File: config.mk
export PLATFORM = sky130hd
export DESIGN_NAME = adder_operand_sequencer
export DESIGN_NICKNAME = d
export VERILOG_FILES = /design/src/rtl/adder_operand_sequencer.sv
export SDC_FILE = /design/constraint.sdc
export NUM_CORES = 1
export LEC_CHECK = 0
export CAP_MARGIN = 40
export CORE_ASPECT_RATIO = 2
export CORE_MARGIN = 1
export CORE_UTILIZATION = 25
export CTS_BUF_LIST = sky130_fd_sc_hd__clkbuf_16
export DETAILED_ROUTE_END_ITERATION = 8
export PLACE_DENSITY = 0.52
export SYNTH_ARGS = -nofsm -noshare
export SYNTH_HDL_FRONTEND = slang
export SYNTH_SLANG_ARGS = --single-unit
File: constraint.sdc
create_clock -name clock -period 1.55 [get_ports clock]
set_input_delay 0.31 -clock clock [delete_from_list [all_inputs] [get_ports clock]]
set_output_delay 0.31 -clock clock [all_outputs]
set_load 0.005 [all_outputs]
File: src/rtl/adder_operand_sequencer.sv
// adder_operand_sequencer
//   Button-driven controller for one add operation on a shared operand bus.
//   Each press of the "enter" key advances the sequence:
//     LOAD_X: pulse load_x, so the external x register captures the bus.
//     LOAD_Y: pulse load_y, so the y register captures the bus, and latch carry_sel.
//     CALC  : wait for the adder to settle, then latch its sum and carry-out.
//     DONE  : show the result. The next press clears result_valid and loads a new X.
//   The raw key is synchronised and then debounced inside this block.
//
// Ports
//   clock           system clock
//   reset           asynchronous, active-high reset
//   key_n           raw active-low push-button
//   carry_sel       switch; sampled as the carry-in during the LOAD_Y press
//   load_x, load_y  one-cycle capture strobes for the external operand registers
//   adder_carry_in  registered carry-in driven to the external adder
//   z_in            adder sum
//   carry_out_in    adder carry-out
//   result          latched sum
//   result_carry    latched carry-out
//   result_valid    result holds a completed operation
//   state           FSM state for LED display (LOAD_X=0, LOAD_Y=1, CALC=2, DONE=3)
module adder_operand_sequencer #(
  parameter int unsigned WIDTH           = 4,
  parameter int unsigned DEBOUNCE_CYCLES = 250000
) (
  input  logic             clock,
  input  logic             reset,
  input  logic             key_n,
  input  logic             carry_sel,
  output logic             load_x,
  output logic             load_y,
  output logic             adder_carry_in,
  input  logic [WIDTH-1:0] z_in,
  input  logic             carry_out_in,
  output logic [WIDTH-1:0] result,
  output logic             result_carry,
  output logic             result_valid,
  output logic [1:0]       state
);

  localparam int unsigned CntW = $clog2(DEBOUNCE_CYCLES + 1);
  localparam logic [CntW-1:0] CntMax = CntW'(DEBOUNCE_CYCLES - 1);

  typedef enum logic [1:0] {
    StLoadX = 2'd0,
    StLoadY = 2'd1,
    StCalc  = 2'd2,
    StDone  = 2'd3
  } state_e;

  // ---------------------------------------------------------------------------
  // Key synchroniser, debouncer and press detector
  // ---------------------------------------------------------------------------
  logic            key_meta_q, key_sync_q;
  logic            deb_q, deb_d;
  logic            deb_dly_q;
  logic [CntW-1:0] cnt_q, cnt_d;
  logic            enter_q, enter_d;

  always_comb begin
    cnt_d = cnt_q;
    deb_d = deb_q;
    if (key_sync_q == deb_q) begin
      cnt_d = '0;
    end else if (cnt_q == CntMax) begin
      // The level has now differed for DEBOUNCE_CYCLES consecutive cycles.
      deb_d = key_sync_q;
      cnt_d = '0;
    end else begin
      cnt_d = cnt_q + CntW'(1);
    end
  end

  // A press is a debounced 1->0 transition. The edge detector is registered, so
  // the press pulse comes one cycle after the debounced level changes.
  assign enter_d = deb_dly_q & ~deb_q;

  always_ff @(posedge clock or posedge reset) begin
    if (reset) begin
      key_meta_q <= 1'b1;
      key_sync_q <= 1'b1;
      deb_q      <= 1'b1;
      deb_dly_q  <= 1'b1;
      cnt_q      <= '0;
      enter_q    <= 1'b0;
    end else begin
      key_meta_q <= key_n;
      key_sync_q <= key_meta_q;
      deb_q      <= deb_d;
      deb_dly_q  <= deb_q;
      cnt_q      <= cnt_d;
      enter_q    <= enter_d;
    end
  end

  // ---------------------------------------------------------------------------
  // Sequencing FSM
  // ---------------------------------------------------------------------------
  state_e           state_q, state_d;
  logic             load_x_q, load_x_d;
  logic             load_y_q, load_y_d;
  logic             carry_q, carry_d;
  logic [WIDTH-1:0] result_q, result_d;
  logic             result_carry_q, result_carry_d;
  logic             result_valid_q, result_valid_d;

  // The state register and the registered outputs.
  always_ff @(posedge clock or posedge reset) begin
    if (reset) begin
      state_q        <= StLoadX;
      load_x_q       <= 1'b0;
      load_y_q       <= 1'b0;
      carry_q        <= 1'b0;
      result_q       <= '0;
      result_carry_q <= 1'b0;
      result_valid_q <= 1'b0;
    end else begin
      state_q        <= state_d;
      load_x_q       <= load_x_d;
      load_y_q       <= load_y_d;
      carry_q        <= carry_d;
      result_q       <= result_d;
      result_carry_q <= result_carry_d;
      result_valid_q <= result_valid_d;
    end
  end

  // CALC is entered together with the load_y strobe. The y register captures
  // at the end of that strobe cycle, so CALC waits one more cycle for the adder
  // to settle. The result is latched 2 cycles after the strobe cycle.
  always_comb begin
    state_d = state_q;
    unique case (state_q)
      StLoadX: if (enter_q) state_d = StLoadY;
      StLoadY: if (enter_q) state_d = StCalc;
      StCalc:  if (!load_y_q) state_d = StDone;
      StDone:  if (enter_q) state_d = StLoadY;
      default: state_d = StLoadX;
    endcase
  end

  always_comb begin
    load_x_d       = 1'b0;
    load_y_d       = 1'b0;
    carry_d        = carry_q;
    result_d       = result_q;
    result_carry_d = result_carry_q;
    result_valid_d = result_valid_q;
    unique case (state_q)
      StLoadX: begin
        if (enter_q) load_x_d = 1'b1;
      end
      StLoadY: begin
        if (enter_q) begin
          load_y_d = 1'b1;
          carry_d  = carry_sel;
        end
      end
      StCalc: begin
        if (!load_y_q) begin
          result_d       = z_in;
          result_carry_d = carry_out_in;
          result_valid_d = 1'b1;
        end
      end
      StDone: begin
        if (enter_q) begin
          result_valid_d = 1'b0;
          load_x_d       = 1'b1;
        end
      end
      default: ;
    endcase
  end

  assign load_x         = load_x_q;
  assign load_y         = load_y_q;
  assign adder_carry_in = carry_q;
  assign result         = result_q;
  assign result_carry   = result_carry_q;
  assign result_valid   = result_valid_q;
  assign state          = state_q;

endmodule
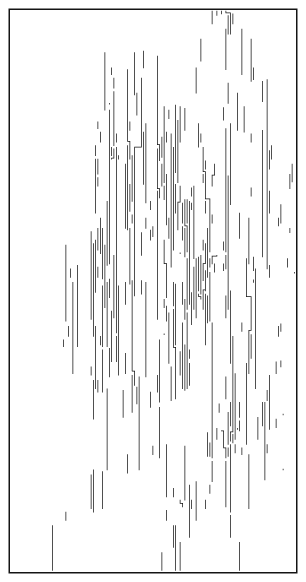
Fig. 1. M2 wires (run 1).
The longest straight run is 38.1 um. The layer holds 60% of the routed length.

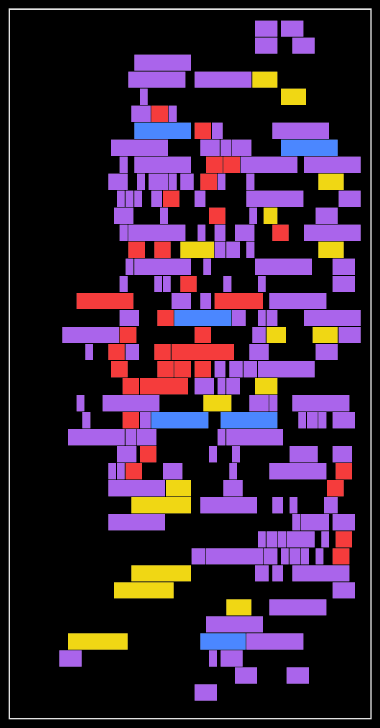
Fig. 2. Sizing map (run 1).
Key: x6 and larger = blue [cells 6, share 3.1%, most used clkbuf_16]; x2 = yellow [cells 16, share 8.2%, most used mux2_2]; x3 and x4 = red [cells 32, share 16%, most used buf_4]; x1 and smaller = purple [cells 141, share 72%, most used dfrtp_1]
count of non-CTS buffers in the layout: 48
cell area after layout: 2210 um2
setup ws final: 54.6 ps

==> Slide: Implementation Results, run 1 <==
Flow Results at a Glance

Logic synthesis
  • Ys Warns: 0
  • Gate Count Post-Synth: 141
  • Top_reg_cell synth: dfrtp_1
  • Top cells by count: dfrtp_1, nor2_1, xnor2_1
  • Main area contributors after synthesis: dfrtp_1, xnor2_1, dfstp_2
  • Syn avg cell area: 11.0 um2
  • Adder-cell area share of the yosys netlist: 3.24%
  • Seq share, synth: 55.4%
  • # Cells Yosys: 141
  • EDFF count, synth: 0
  • Unique cell types: 24
  • Biggest area consumer among synthesized cells: dfrtp_1
  • And+or+nand+nor area frac: 19.4%
  • Xor/xnor share: 9.08%
  • Floorplan net count: 154
  • YS chip area: 1540 um2

Clock network
  • CTS tree: built
  • Worst-case clock buffer depth: 2
  • Root buf cell: clkbuf_16
  • CTS Hold Buffers Added: 0
  • Postcts setup bufs: 1
  • Clk latency late pin: 280 ps
  • H-tree lvl count: 2
  • CTS sink count: 34
  • CTS Buf Count: 5
  • Register clock-pin slew on the reported worst setup and hold paths: 50 ps

Global routing
  • Met2 Track Usage GR: 22.2%
  • Number of global-route vias before repair: 1261
  • GR Util met1: 10.2%
  • Met3 Track Usage GR: 2.74%
  • Gr usage total: 11.3%
  • Gr busiest metal: met2
  • Global-route wire length before repair: 5.61 mm
  • Antenna violations before repair: 0

Pwr
  • Register share of total power: 47.5%
  • Top Consumer: the clock network
  • Pwr Total: 1.92 mW
  • Leakage: 0.999 nW
  • Seq power: 910 uW
  • Combinational share of power: 4.7%
  • Sw Ratio: 20.4%
  • Clk pwr share: 47.8%
  • Cell Int Power: 1.53 mW
  • Clk power: 916 uW

Route
  • Uppermost layer routed: met4
  • Detail-routed via count per cell: 4.63
  • Met1 wire length: 1.12 mm
  • DR pass1 iterations: 9
  • Met3 wire len: 83 um
  • Total number of vias: 1195
  • Drt drc: 2
  • Total Routed Length: 3.20 mm

Floorplanning
  • Die extent in x: 57.6 um
  • Die height: 113 um
  • Tap Count: 63
  • Fp_density: 25.9%
  • Ports: 20
  • Core area: 5960 um2
  • Chip area: 6510 um2

Critical path
  • CP top delay family: AND-OR/OR-AND gates
  • Worst path bufs/invs: 1
  • Crit path DRT: 1710 ps
  • Worst EP arrival: 1660 ps
  • Critical path depth: 5
  • Crit-path max cell delay: 410 ps
  • R2R Path Start: cnt_q[1]
  • Largest fanout on the critical path: 7
  • Worst setup endpoint: cnt_q[12]
  • Kind of critical path: reg2reg
  • Critical path's slowest cell: o41ai_4
  • Crit path from: cnt_q[1]

Place
  • HPWL after DPL: 2.35 mm
  • GP Congestion: 0.804
  • DP Worst Slack: -91.0 ps
  • Placed Area: 1990 um2

Layout
  • Logic area: 679 um2
  • Top Layout Cells: dfrtp_1, buf_4, nor2_1
  • CLK BUF: 5
  • # diodes: 0
  • Post-route insts no fill: 258
  • Final Net Count: 207
  • Combinational gates: 95
  • Max FFs per register: 18
  • Seq cells: 34
  • Most common logic cell in the routed design: dfrtp_1
  • Top class by area: registers
  • Logic share of the area: 30.8%
  • Register area: 856 um2

Status
  • Status: finished with violations
  • Failing checks: DRC

Timing
  • Fin Clk Skew: 3.75 ps
  • Final hold vios: 0
  • Final Critical Period: 1500 ps
  • Final period utilization: 96.5%
  • Setup TNS: 0 ps
  • RSZ-0062 raised after global routing: yes
  • Slew @ Worst Pin: 366 ps
  • Slew Limit Fails: 0

Flow run
  • Total tool warning count: 30
  • Max_cap viols: 0

Hold path
  • Hold worst-path end: key_sync_q
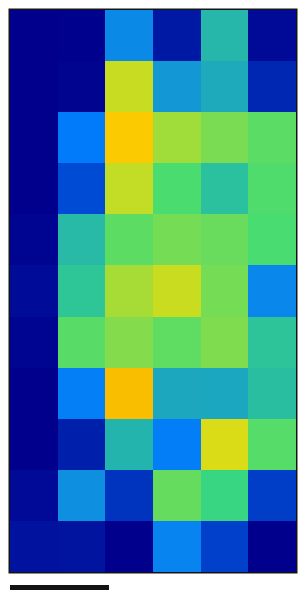
Fig. 3. Placement density heat map (run 1).
The bar under the picture is 20 um long. The die is cut into 6 by 11 equal tiles; dark blue is low, red is high, 0 to 100% covered.
The densest ninth of the die: center. The emptiest ninth of the die: north-west. The fullest tile reaches 78%. 18% of the tiles are nearly empty.

Fig. 4: run 1, metal 1
Cells faint in the background.
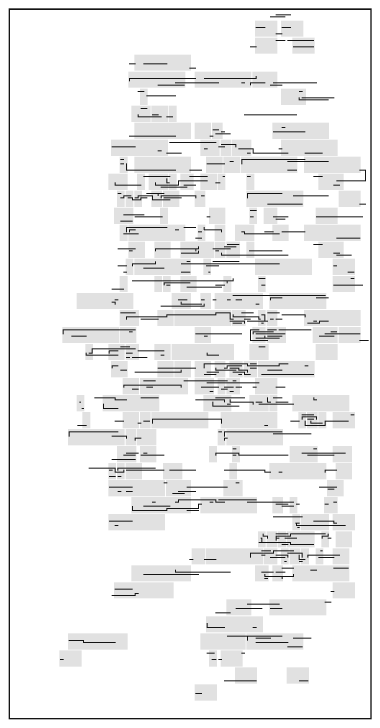

==> inputs of run 2 (changes only) <==
--- a/config.mk
+++ b/config.mk
@@ -9,9 +9,10 @@
 export CORE_ASPECT_RATIO = 2
 export CORE_MARGIN = 1
 export CORE_UTILIZATION = 25
-export CTS_BUF_LIST = sky130_fd_sc_hd__clkbuf_16
+export CTS_BUF_LIST = sky130_fd_sc_hd__clkbuf_8
 export DETAILED_ROUTE_END_ITERATION = 8
 export PLACE_DENSITY = 0.52
+export SLEW_MARGIN = 20
 export SYNTH_ARGS = -nofsm -noshare
 export SYNTH_HDL_FRONTEND = slang
 export SYNTH_SLANG_ARGS = --single-unit
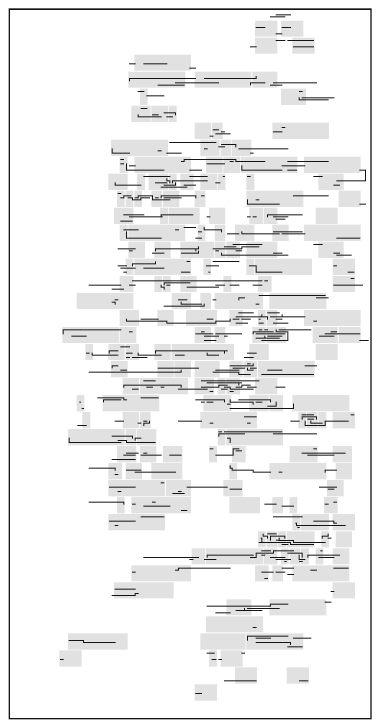
Fig. 5. Metal 1 (run 2).
Cells faint in the background.
The layer carries 1100 um of wire. The layer holds 35% of the routed length. The wires run mostly horizontal.

==> Slide: Implementation Results, run 2 <==
Flow Results at a Glance

Status
  • Status: finished with violations
  • Failing checks: DRC

Pwr
  • Pwr Total: 1.61 mW
  • Clk power: 603 uW
  • Sw Ratio: 22.2%
  • Register share of total power: 56.6%
  • Top Consumer: sequential cells
  • Cell Int Power: 1.25 mW
  • Combinational share of power: 5.9%

Logic synthesis
  • # Cells Yosys: 141
  • Floorplan net count: 154
  • Gate Count Post-Synth: 141
  • Adder-cell area share of the yosys netlist: 3.24%
  • Most common cell in the netlist: dfrtp_1
  • Main area contributors after synthesis: dfrtp_1, xnor2_1, dfstp_2
  • And+or+nand+nor area frac: 19.4%
  • Biggest area consumer among synthesized cells: dfrtp_1
  • Ys Warns: 0
  • Seq share, synth: 55.4%
  • Syn avg cell area: 11.0 um2
  • Unique cell types: 24
  • Xor/xnor share: 9.08%
  • EDFF count, synth: 0
  • Top cells by count: dfrtp_1, nor2_1, xnor2_1
  • Top_reg_cell synth: dfrtp_1
  • Flops after synth: 34
  • YS chip area: 1540 um2

Route
  • Total number of vias: 1196
  • Uppermost layer routed: met4
  • DR pass1 iterations: 9
  • Met1 wire length: 1.10 mm
  • Drt drc: 2
  • Detail-routed via count per cell: 4.64
  • Met3 wire len: 94 um

Layout
  • Combinational gates: 95
  • Count of non-CTS buffers in the layout: 48
  • Final Net Count: 207
  • # diodes: 0
  • Most common logic cell in the routed design: dfrtp_1
  • Logic share of the area: 32.0%
  • Top class by area: registers
  • Register area: 856 um2
  • Post-route insts no fill: 258
  • Cell area after layout: 2170 um2
  • Max FFs per register: 18
  • Seq cells: 34
  • Logic area: 694 um2
  • Top Layout Cells: dfrtp_1, buf_4, clkdlybuf4s50_1

Critical path
  • Kind of critical path: reg2reg
  • Critical path depth: 5
  • Largest fanout on the critical path: 6
  • R2R Path Start: cnt_q[1]
  • Crit path DRT: 1720 ps
  • Worst EP arrival: 1690 ps
  • Crit path from: cnt_q[1]

Flow run
  • Max_cap viols: 0
  • Total tool warning count: 30

Global routing
  • Global-route wire length before repair: 5.62 mm
  • Met3 Track Usage GR: 2.86%
  • Gr usage total: 11.2%
  • Antenna violations before repair: 0
  • Grt ovf: 0
  • Number of global-route vias before repair: 1277
  • Met2 Track Usage GR: 21.7%
  • GR Util met1: 10.1%
  • Gr busiest metal: met2

Place
  • GP Congestion: 0.804
  • Placed Area: 1990 um2
  • HPWL after DPL: 2.35 mm
  • DP Worst Slack: -91.0 ps

Timing
  • Slew Limit Fails: 0
  • Final Critical Period: 1520 ps
  • Final period utilization: 98.2%
  • Final hold vios: 0
  • Setup TNS: 0 ps
  • RSZ-0062 raised after global routing: yes
  • Fin Clk Skew: 7.78 ps
  • Slew @ Worst Pin: 366 ps

Floorplanning
  • Die height: 113 um
  • Chip area: 6510 um2
  • Tap Count: 63
  • Fp_density: 25.9%
  • Die extent in x: 57.6 um

Clock network
  • Worst-case clock buffer depth: 2
  • Postcts setup bufs: 1
  • CTS tree: built
  • Root buf cell: clkbuf_8
  • H-tree lvl count: 2
  • Clk latency late pin: 280 ps
  • Register clock-pin slew on the reported worst setup and hold paths: 60 ps
  • CTS Hold Buffers Added: 0
  • CTS sink count: 34
  • CTS Buf Count: 5

Hold path
  • Worst hold stages: 0
  • Hold worst-path end: key_sync_q
No activity file was given, so power comes from the tool's default toggle rates.
